**config.mk**
```make
export PLATFORM = sky130hd
export DESIGN_NAME = vend_sequencer
export DESIGN_NICKNAME = d
export VERILOG_FILES = /design/src/rtl/vend_pkg.sv /design/src/rtl/change_picker.sv /design/src/rtl/vend_sequencer.sv
export SDC_FILE = /design/constraint.sdc
export NUM_CORES = 1
export LEC_CHECK = 0
export CORE_MARGIN = 4
export CORE_UTILIZATION = 30
export CTS_CLUSTER_SIZE = 28
export DETAILED_ROUTE_END_ITERATION = 10
export GPL_TIMING_DRIVEN = 0
export HOLD_SLACK_MARGIN = 0.06
export SETUP_SLACK_MARGIN = 0.05
export SLEW_MARGIN = 40
export SYNTH_ARGS = -nofsm -noshare
export SYNTH_HDL_FRONTEND = slang
export SYNTH_SLANG_ARGS = --single-unit
export TNS_END_PERCENT = 30
```
**constraint.sdc**
```tcl
create_clock -name clock -period 4.3 [get_ports clock]
set_input_delay 0.86 -clock clock [delete_from_list [all_inputs] [get_ports clock]]
set_output_delay 0.86 -clock clock [all_outputs]
set_load 0.005 [all_outputs]
```
**src/rtl/vend_pkg.sv**
```systemverilog
// Shared encodings for the coin-vending sequencer: coin types and values, error codes,
// sequencer states and default sizing.
package vend_pkg;

    localparam int MAX_BALANCE_DEFAULT = 100;
    localparam int BAL_W_DEFAULT       = 7;

    typedef enum logic [1:0] {
        COIN_NICKEL  = 2'b00,
        COIN_DIME    = 2'b01,
        COIN_QUARTER = 2'b10,
        COIN_BAD     = 2'b11
    } coin_e;

    localparam logic [4:0] VALUE_NICKEL  = 5'd5;
    localparam logic [4:0] VALUE_DIME    = 5'd10;
    localparam logic [4:0] VALUE_QUARTER = 5'd25;

    typedef enum logic [2:0] {
        ERR_NONE  = 3'b000,
        ERR_FULL  = 3'b001,
        ERR_FUNDS = 3'b010,
        ERR_COIN  = 3'b011,
        ERR_PRICE = 3'b100
    } err_e;

    typedef enum logic [1:0] {
        IDLE   = 2'b00,
        VEND   = 2'b01,
        CHANGE = 2'b10
    } state_e;

    // An invalid coin is worth nothing; callers reject it before crediting.
    function automatic logic [4:0] coin_value(input coin_e c);
        case (c)
            COIN_NICKEL:  return VALUE_NICKEL;
            COIN_DIME:    return VALUE_DIME;
            COIN_QUARTER: return VALUE_QUARTER;
            default:      return 5'd0;
        endcase
    endfunction

endpackage

```
**src/rtl/change_picker.sv**
```systemverilog
// Greedy change selection: the largest coin that does not exceed the remaining balance.
module change_picker
    import vend_pkg::*;
#(
    parameter int BAL_W = BAL_W_DEFAULT
) (
    input  logic [BAL_W-1:0] balance,
    output logic [1:0]       coin,
    output logic [BAL_W-1:0] value
);

    always_comb begin
        coin  = COIN_NICKEL;
        value = BAL_W'(VALUE_NICKEL);
        if (balance >= BAL_W'(VALUE_QUARTER)) begin
            coin  = COIN_QUARTER;
            value = BAL_W'(VALUE_QUARTER);
        end else if (balance >= BAL_W'(VALUE_DIME)) begin
            coin  = COIN_DIME;
            value = BAL_W'(VALUE_DIME);
        end
    end

endmodule

```
**src/rtl/vend_sequencer.sv**
```systemverilog
// Coin-vending transaction sequencer: credits coins, approves selections, pulses dispense
// and pays change back one coin at a time over a valid/ack handshake.
module vend_sequencer
    import vend_pkg::*;
#(
    parameter int MAX_BALANCE = MAX_BALANCE_DEFAULT,
    parameter int BAL_W       = BAL_W_DEFAULT
) (
    input  logic             clock,
    input  logic             reset,
    input  logic             coin_valid,
    input  logic [1:0]       coin_type,
    input  logic             sel_valid,
    input  logic [BAL_W-1:0] price,
    input  logic             cancel,
    input  logic             chg_ack,
    output logic [BAL_W-1:0] balance,
    output logic             busy,
    output logic             dispense,
    output logic             coin_reject,
    output logic             chg_valid,
    output logic [1:0]       chg_coin,
    output logic [2:0]       err
);

    localparam logic [BAL_W-1:0] FIVE    = BAL_W'(5);
    localparam logic [BAL_W:0]   MAX_SUM = (BAL_W+1)'(MAX_BALANCE);

    state_e           state, state_nxt;
    err_e             err_q, err_nxt;
    logic [BAL_W-1:0] bal_nxt;
    logic [BAL_W-1:0] price_q, price_nxt;
    logic             reject_nxt;
    logic [BAL_W:0]   coin_sum;
    logic [BAL_W-1:0] chg_value;

    change_picker #(.BAL_W(BAL_W)) u_picker (
        .balance (balance),
        .coin    (chg_coin),
        .value   (chg_value)
    );

    always_ff @(posedge clock or posedge reset) begin
        if (reset) begin
            state       <= IDLE;
            balance     <= '0;
            err_q       <= ERR_NONE;
            price_q     <= '0;
            coin_reject <= 1'b0;
        end else begin
            state       <= state_nxt;
            balance     <= bal_nxt;
            err_q       <= err_nxt;
            price_q     <= price_nxt;
            coin_reject <= reject_nxt;
        end
    end

    // The add is widened by one bit so a coin on a near-full balance cannot wrap past the limit.
    always_comb begin
        state_nxt  = state;
        bal_nxt    = balance;
        err_nxt    = err_q;
        price_nxt  = price_q;
        reject_nxt = 1'b0;
        coin_sum   = {1'b0, balance} + (BAL_W+1)'(coin_value(coin_e'(coin_type)));

        case (state)
            IDLE: begin
                if (cancel) begin
                    reject_nxt = coin_valid;
                    if (balance != '0) begin
                        state_nxt = CHANGE;
                        err_nxt   = ERR_NONE;
                    end
                end else if (sel_valid) begin
                    reject_nxt = coin_valid;
                    if ((price == '0) || ((price % FIVE) != '0)) begin
                        err_nxt = ERR_PRICE;
                    end else if (price > balance) begin
                        err_nxt = ERR_FUNDS;
                    end else begin
                        err_nxt   = ERR_NONE;
                        price_nxt = price;
                        state_nxt = VEND;
                    end
                end else if (coin_valid) begin
                    if (coin_e'(coin_type) == COIN_BAD) begin
                        reject_nxt = 1'b1;
                        err_nxt    = ERR_COIN;
                    end else if (coin_sum > MAX_SUM) begin
                        reject_nxt = 1'b1;
                        err_nxt    = ERR_FULL;
                    end else begin
                        bal_nxt = coin_sum[BAL_W-1:0];
                        err_nxt = ERR_NONE;
                    end
                end
            end
            VEND: begin
                reject_nxt = coin_valid;
                bal_nxt    = balance - price_q;
                state_nxt  = (bal_nxt != '0) ? CHANGE : IDLE;
            end
            CHANGE: begin
                reject_nxt = coin_valid;
                if (chg_ack) begin
                    bal_nxt = balance - chg_value;
                    if (bal_nxt == '0) begin
                        state_nxt = IDLE;
                    end
                end
            end
            default: begin
                state_nxt = IDLE;
            end
        endcase
    end

    assign busy      = (state != IDLE);
    assign dispense  = (state == VEND);
    assign chg_valid = (state == CHANGE);
    assign err       = err_q;

endmodule

```
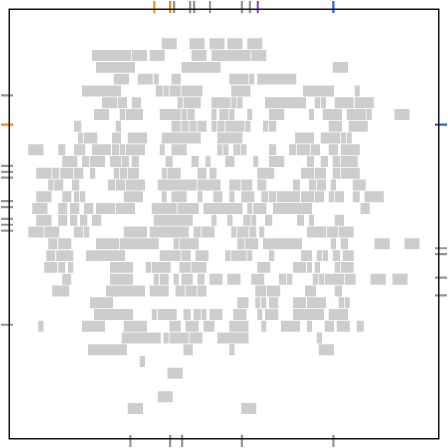
(images/pinout.png)
Pins as bars across the die edge, other pins in gray.
[blue] coin_type | pins: 2 | direction: input | edge: 1 east, 1 north
[orange] err | pins: 3 | direction: output | edge: 2 north, 1 west
[purple] coin_reject | pins: 1 | direction: output | edge: north
die height: 98.9 µm
Die X: 98.9 µm

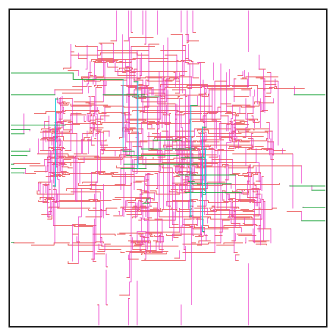
(images/layers.png)
[magenta] M2 | wire length: 2990 µm
[cyan] M4 | wire length: 158 µm
[green] M3 | wire length: 300 µm
[red] M1 | wire length: 3070 µm

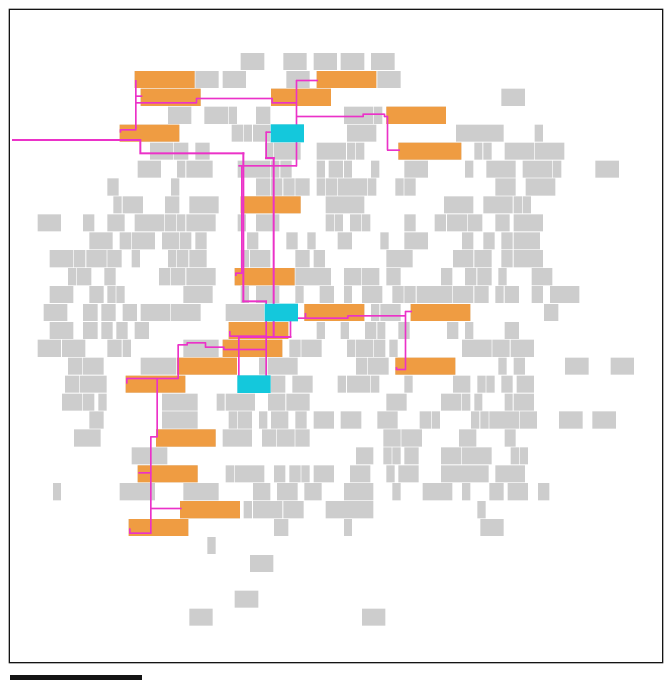
(images/clock_wires.png)
The bar under the picture is 20 µm long.
[orange] flip-flops | count: 20
[cyan] clock-net drivers | count: 3
[magenta] clock wires | length: 328 µm
routed clock nets: 4

==> notes.md <==
fresh numbers from the pnr run: status complete, no violations, GP Congestion between 0.9 and 1, CTS tree built, clk ins delay skew pair 0.26 ns, pwr/cell area about 800 nW/µm², vias in the first global route about 2300, H-tree Lvls 1, wire length per cell 15.1 µm, synthesized area 2480 µm², critical path fanouts, max 6, R2R setup slack between 0.4 and 0.5 ns, arrival time at the worst endpoint slightly above 4 ns, Fill cells ~830, Ant. Diodes 0, total congestion overflow 0, yosys synthesis chip area ~2500 µm², Post-synth top cells inv_1, ha_1, nor2_1, dfrtp_1, nand2_1, initial antenna violation count 0, fin area approximately 3000 µm², setup_tns 0 ns, Nets between 300 and 400, Clock Skew 0.00483 ns, Area growth syn-to-layout 19.4%, syn nets 348, worst slew margin relative to its limit around 70%, total power 2.35 mW, Static Leak 1.29 nW, Synth top cell by count inv_1, OpenROAD warning count 33, area leader, netlist dfrtp_1, Dominant comb cell AND-OR/OR-AND gates, Adders+Majority by Area around 19%, critical path class in2reg, drt drc 0, core area between 7000 and 8000 µm², crit path to balance[6], most instantiated logic cells after routing inv_1, ha_1, clkdlybuf4s50_1, nor2_1, FMAX 255 MHz
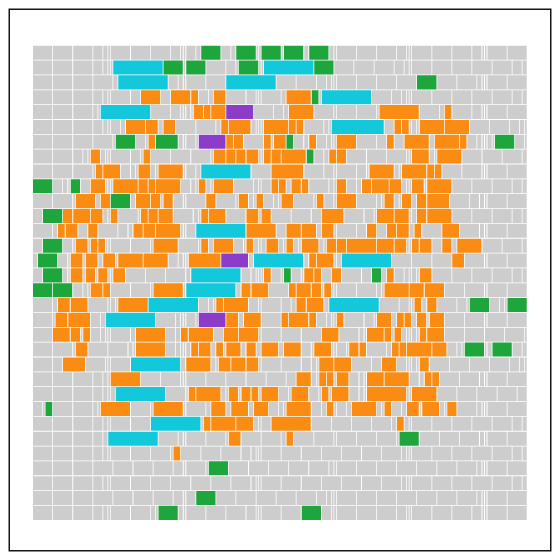
(images/class_map.png)
Fill, decap, tap and diode cells in gray.
[green] remaining buffers and delay cells | cells: 37
[purple] clock drivers and dummy loads | cells: 4
[cyan] registers | cells: 20
[orange] remaining logic cells | cells: 270

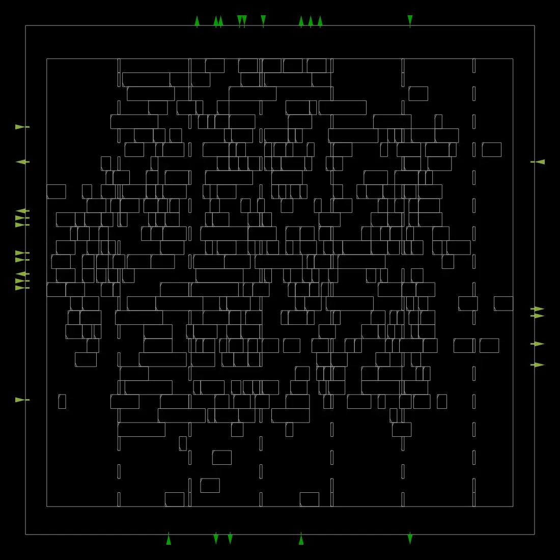
(images/placed.png)
placement row count: 32
flop share of the area: 16.9%

[worst min path at each step]
stage / start / endpoint / slack [ns] / cells past startpoint
after CTS: err[1] / err[1] / 0.50 / 1
after detailed placement: err[1] / err[1] / 0.48 / 1
after global routing: err[2] / err[2] / 0.54 / 1
after floorplan: price_q[1] / price_q[1] / 0.48 / 1
final: err[1] / err[1] / 0.50 / 1
after global placement: err[1] / err[1] / 0.48 / 1
[cell type report]
cell class | instances | area, µm² | share of cell area [%]
multi-input cells | 235 | 1820 | 61.3
inverters | 35 | 131 | 4.43
flip-flops and latches | 20 | 502 | 16.9
repair buffers | 29 | 290 | 9.80
well taps | 102 | 128 | 4.31
clock buffers | 4 | 55.1 | 1.86
plain buffers | 8 | 40.0 | 1.35
[metal layers]
metal  GRT usage, %  vias up  wire length, µm
li1               -     1141                -
met5              0        -                0
met2           22.7       54             2990
met4           4.73        0              158
met1           18.9     1022             3070
met3           1.77       12              300
[where the power goes]
group          leakage (nW)  total [mW]  switching [mW]  internal (mW)
combinational          1.01        1.80           0.946          0.852
sequential            0.248       0.404           0.125          0.279
clock                0.0288       0.148          0.0661         0.0817
total                  1.29        2.35            1.14           1.21
[repair_timing]
| action | in CTS | in global routing |
|---|---|---|
| endpoints found under the setup margin | 1 | 1 |
| gates resized | 1 | 2 |
| setup buffers | 0 | 0 |
[worst max-delay path, stage by stage]
cell             delay [ns]
clkdlybuf4s50_1        0.45
inv_1                  0.12
ha_1                   0.18
nor2_1                 0.04
nor2_1                 0.10
ha_1                   0.18
inv_1                  0.05
fa_1                   0.40
nor2b_1                0.20
o21ai_0                0.13
o22ai_1                0.21
xnor2_1                0.13
a311o_2                0.40
o21ai_4                0.30
mux2_4                 0.33
[registers in the layout (all words and copies together) (netlist names)]
register,flops
balance,7
state,2
price_q,7
err,3
coin_reject,1
No activity file was given, so power comes from the tool's default toggle rates.
